===== src/rtl/clb_config_loader.sv =====
// Bit-serial configuration loader for a chain of NUM_CLB logic blocks (17-bit words, MSB-first).
// Optional trailing even-parity bit and ERROR state are built when CLB_CFG_PARITY_EN is defined.
module clb_config_loader #(
    parameter int NUM_CLB = 4,
    parameter int WORD_W  = 17
) (
    input  logic                        clb_clk,
    input  logic                        clb_rst,
    input  logic                        cfg_start,
    input  logic                        cfg_abort,
    input  logic                        cfg_bit,
    input  logic                        cfg_valid,
    output logic                        cfg_ready,
    output logic [NUM_CLB*WORD_W-1:0]   prog_bus,
    output logic                        cfg_busy,
    output logic                        cfg_done,
    output logic                        cfg_err,
    output logic                        clb_en
);

    localparam int IDX_W = (NUM_CLB > 1) ? $clog2(NUM_CLB) : 1;
    localparam logic [IDX_W-1:0] LAST_IDX = IDX_W'(NUM_CLB - 1);
    localparam logic [4:0]       LAST_BIT = 5'(WORD_W - 1);

    typedef enum logic [2:0] {
        ST_IDLE   = 3'd0,
        ST_LOAD   = 3'd1,
        ST_DONE   = 3'd2,
        ST_ERROR  = 3'd3
`ifdef CLB_CFG_PARITY_EN
        ,
        ST_PARITY = 3'd4
`endif
    } state_e;

    state_e                      state_q, state_d;
    logic [4:0]                  bit_cnt_q, bit_cnt_d;
    logic [IDX_W-1:0]            clb_idx_q, clb_idx_d;
    logic [WORD_W-1:0]           shift_q, shift_d;
    logic [NUM_CLB*WORD_W-1:0]   prog_q, prog_d;
`ifdef CLB_CFG_PARITY_EN
    logic                        parity_q, parity_d;
`endif

    logic              xfer;
    logic              word_done;
    logic              last_word;
    logic [WORD_W-1:0] shift_nxt;

    assign xfer      = cfg_valid && cfg_ready;
    assign word_done = xfer && (bit_cnt_q == LAST_BIT);
    assign last_word = (clb_idx_q == LAST_IDX);
    assign shift_nxt = {shift_q[WORD_W-2:0], cfg_bit};

    // NOTE: async reset in the sensitivity list and non-blocking updates only; every
    // register (including the prog image) returns to zero the moment clb_rst rises.
    always_ff @(posedge clb_clk or posedge clb_rst) begin
        if (clb_rst) begin
            state_q   <= ST_IDLE;
            bit_cnt_q <= '0;
            clb_idx_q <= '0;
            shift_q   <= '0;
            prog_q    <= '0;
`ifdef CLB_CFG_PARITY_EN
            parity_q  <= 1'b0;
`endif
        end else begin
            state_q   <= state_d;
            bit_cnt_q <= bit_cnt_d;
            clb_idx_q <= clb_idx_d;
            shift_q   <= shift_d;
            prog_q    <= prog_d;
`ifdef CLB_CFG_PARITY_EN
            parity_q  <= parity_d;
`endif
        end
    end

    // Next-state logic; abort has priority over any bit transfer in the same cycle.
    always_comb begin
        state_d = state_q;
        case (state_q)
            ST_IDLE, ST_DONE, ST_ERROR: begin
                if (cfg_start) state_d = ST_LOAD;
            end
            ST_LOAD: begin
                if (cfg_abort) begin
                    state_d = ST_IDLE;
                end else if (word_done && last_word) begin
`ifdef CLB_CFG_PARITY_EN
                    state_d = ST_PARITY;
`else
                    state_d = ST_DONE;
`endif
                end
            end
`ifdef CLB_CFG_PARITY_EN
            ST_PARITY: begin
                if (cfg_abort)  state_d = ST_IDLE;
                else if (xfer)  state_d = (parity_q ^ cfg_bit) ? ST_ERROR : ST_DONE;
            end
`endif
            default: state_d = ST_IDLE;
        endcase
    end

    // NOTE: every combinational output gets a default before the case so no latch is inferred.
    always_comb begin
        cfg_ready = 1'b0;
        cfg_busy  = 1'b0;
        cfg_done  = 1'b0;
        cfg_err   = 1'b0;
        clb_en    = 1'b0;
        case (state_q)
            ST_LOAD: begin
                cfg_ready = 1'b1;
                cfg_busy  = 1'b1;
            end
`ifdef CLB_CFG_PARITY_EN
            ST_PARITY: begin
                cfg_ready = 1'b1;
                cfg_busy  = 1'b1;
            end
            ST_ERROR: cfg_err = 1'b1;
`endif
            ST_DONE: begin
                cfg_done = 1'b1;
                clb_en   = 1'b1;
            end
            default: ;
        endcase
    end

    // Datapath: staging shift register, counters, slot writes and running parity.
    always_comb begin
        bit_cnt_d = bit_cnt_q;
        clb_idx_d = clb_idx_q;
        shift_d   = shift_q;
        prog_d    = prog_q;
`ifdef CLB_CFG_PARITY_EN
        parity_d  = parity_q;
`endif
        case (state_q)
            ST_IDLE, ST_DONE, ST_ERROR: begin
                if (cfg_start) begin
                    bit_cnt_d = '0;
                    clb_idx_d = '0;
`ifdef CLB_CFG_PARITY_EN
                    parity_d  = 1'b0;
`endif
                end
            end
            ST_LOAD: begin
                if (cfg_abort) begin
                    prog_d    = '0;
                    bit_cnt_d = '0;
                    clb_idx_d = '0;
                end else if (xfer) begin
                    shift_d = shift_nxt;
`ifdef CLB_CFG_PARITY_EN
                    parity_d = parity_q ^ cfg_bit;
`endif
                    if (word_done) begin
                        prog_d[int'(clb_idx_q)*WORD_W +: WORD_W] = shift_nxt;
                        bit_cnt_d = '0;
                        if (!last_word) clb_idx_d = clb_idx_q + 1'b1;
                    end else begin
                        bit_cnt_d = bit_cnt_q + 5'd1;
                    end
                end
            end
`ifdef CLB_CFG_PARITY_EN
            ST_PARITY: begin
                if (cfg_abort || (xfer && (parity_q ^ cfg_bit))) prog_d = '0;
            end
`endif
            default: ;
        endcase
    end

    assign prog_bus = prog_q;

endmodule


===== config.mk =====
export PLATFORM = sky130hd
export DESIGN_NAME = clb_config_loader
export DESIGN_NICKNAME = d
export VERILOG_FILES = /design/src/rtl/clb_config_loader.sv
export SDC_FILE = /design/constraint.sdc
export NUM_CORES = 1
export LEC_CHECK = 0
export ABC_CLOCK_PERIOD_IN_PS = 7300
export CAP_MARGIN = 20
export CORE_UTILIZATION = 25
export DETAILED_ROUTE_END_ITERATION = 10
export SLEW_MARGIN = 40
export SYNTH_ARGS = -nofsm -noshare
export SYNTH_HDL_FRONTEND = slang
export SYNTH_SLANG_ARGS = --single-unit

===== constraint.sdc =====
create_clock -name clb_clk -period 7.3 [get_ports clb_clk]
set_input_delay 0.73 -clock clb_clk [delete_from_list [all_inputs] [get_ports clb_clk]]
set_output_delay 0.73 -clock clb_clk [all_outputs]
set_load 0.01 [all_outputs]

==> images/drive_strength.png <==
Bar = 50 um.
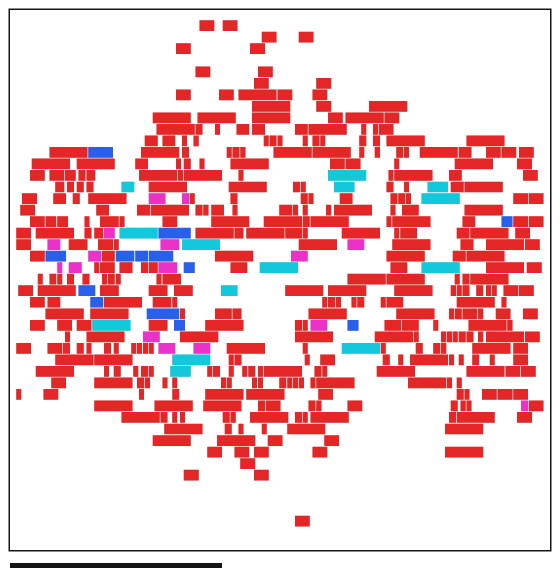
drive 3 to 4 -> blue  # cells 13
drive 2 -> magenta  # cells 16
drive 6 and up -> cyan  # cells 14
drive 1 or less -> red  # cells 398

==> images/final_clocks.png <==
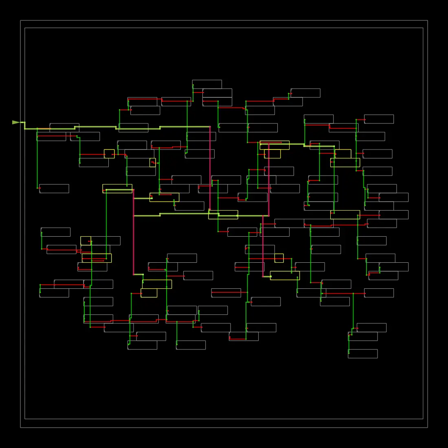
Clock group: 0.455 mW
CTS Buf Count: 9
clock sinks: 93

==> images/clock_map.png <==
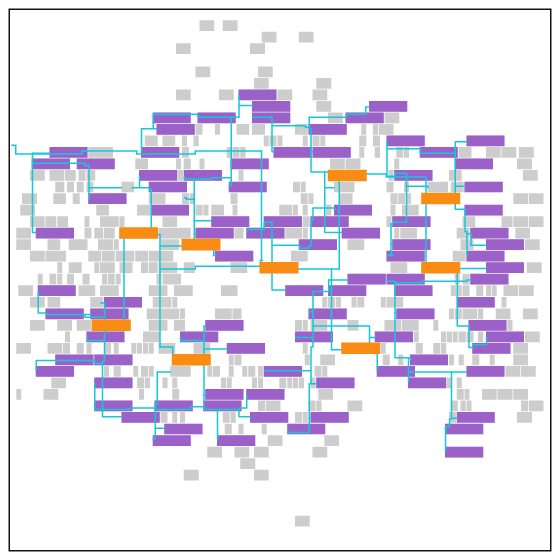
cells driving clock nets -> orange  # count 9
clock wires -> cyan  # length 1120 um
flip-flops -> purple  # count 93
routed clock nets = 10

==> impl_metrics.csv <==
group,metric,value,unit
critical_path,critPathCaptureType,"flop",
critical_path,reg2reg_depth,6,
layout,num-multi-input-gates,243,
critical_path,slowest_stage,"clkdlybuf4s50_1",
floorplanning,die_w,127,um
power_and_ir_drop,p_leak,2.14,nW
run_status,status,"completed",
critical_path,required,7.48,ns
final_timing,max_freq,408,MHz
final_timing,slew_headroom,0.508,
drt,route.detailed.drc,0,
final_timing,fin_hold_ws,0.485,ns
synth,topCellsByArea,"dfrtp_1, nand2_1, o21ai_1",
synth,synth_async_sr_flop_share,1.00,
clock_tree,cts_tree,"built",
layout,postLayoutCellArea,0.00519,sq mm
final_timing,finalSetupViolations,0,
critical_path,crit_family,"AND-OR/OR-AND gates",
clock_tree,cts_buffer_depth,2,
drt,ant_nets,0,
final_timing,finalClockSkew,0.00842,ns
floorplanning,ioPinCount,79,
placement,dp.cells,636,
job,log.warning_count,31,
final_timing,period_needed,2.45,ns
layout,seq_cells,93,
critical_path,crit_buf_inv,1,
global_routing,grt.total_usage,0.126,
synth,xor_share,0.00223,
critical_path,reg2reg_from,"clb_idx_q[0]",
==> images/cell_classes.png <==
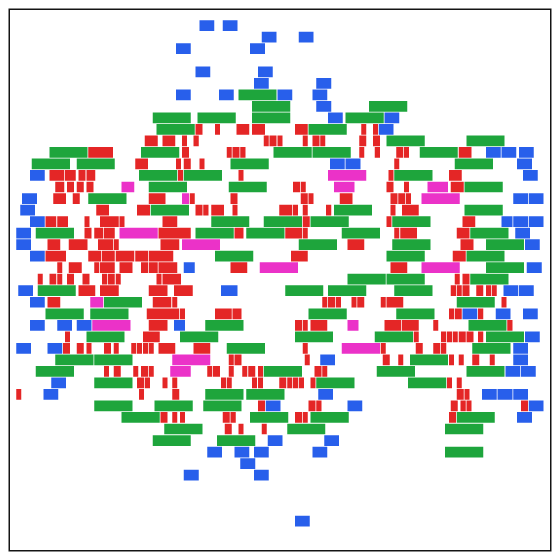
clock drivers and dummy loads -> magenta  # cells 16
flops -> green  # cells 93
all other logic -> red  # cells 251
other buffers and delay cells -> blue  # cells 81

==> images/registers.png <==
Bar = 50 um. Other sequential cells in the stronger gray, the rest of the logic in the fainter gray.
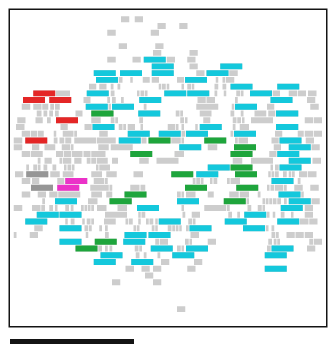
clb_idx_q -> magenta  # sequential cells 2
prog_bus -> cyan  # sequential cells 68
shift_q -> green  # sequential cells 16
bit_cnt_q -> red  # sequential cells 5
Core Util, Final: 0.340
Sequential Area: 0.00233 sq mm
Seq area share: 0.448
P_seq: 0.606 mW

power by group:
group | switching [mW] | internal (mW)
logic | 0.0652 | 0.0432
registers | 0.0598 | 0.546
clock network | 0.195 | 0.260
registers in the layout, summed over array words and instances (netlist names):
signal     flops
bit_cnt_q      5
shift_q       16
state_q        2
clb_idx_q      2
prog_bus      68
cells by family after synthesis:
family | Yosys count
xor gates and xnor gates | 1
AOI/OAI and AO/OA | 88
buffers and inverters | 29
other | 1
and+or+nand+nor | 130
DFF | 93
muxes | 16
adders and majority gates | 7
how the worst max path moves through the flow:
stage               from            to  slack (ns)  depth (start not counted)
3_3_place_gp   cfg_abort  prog_bus[24]        4.22                          4
4_1_cts        cfg_abort   shift_q[14]        4.74                          4
2_1_floorplan    clb_rst  bit_cnt_q[0]        4.15                          1
3_5_place_dp   cfg_abort   shift_q[13]        4.39                          4
5_1_grt        cfg_abort  prog_bus[27]        4.65                          4
6_report       cfg_abort  prog_bus[32]        4.85                          4
cell usage after synthesis (3+ instances only):
cell type,count
nand2_1,105
nand3_1,4
a31oi_2,3
o21ai_0,19
mux2_1,9
clkbuf_1,3
buf_2,11
a22o_1,18
mux2_2,7
buf_4,5
ha_1,7
o21ai_1,35
inv_1,7
nor2b_1,3
dfrtp_1,93
per-layer routing:
layer  track usage  up-vias  share of wire
met4        0.0322        0          0.012
li1              -     1381              -
met2         0.222       72           0.52
met1         0.150     1409           0.42
met5             0        -              0
met3        0.0352       12          0.043
worst register-to-register path: cells and delay by family, from the launching register on:
kind,cells,cell delay [ns]
flip-flops,1,0.56
AND-OR/OR-AND,1,0.12
AND/OR/NAND/NOR,3,1.16
adder cells (fa/ha/maj),1,0.38
buffers and inverters,1,0.13
Power and IR drop assume default switching activity.
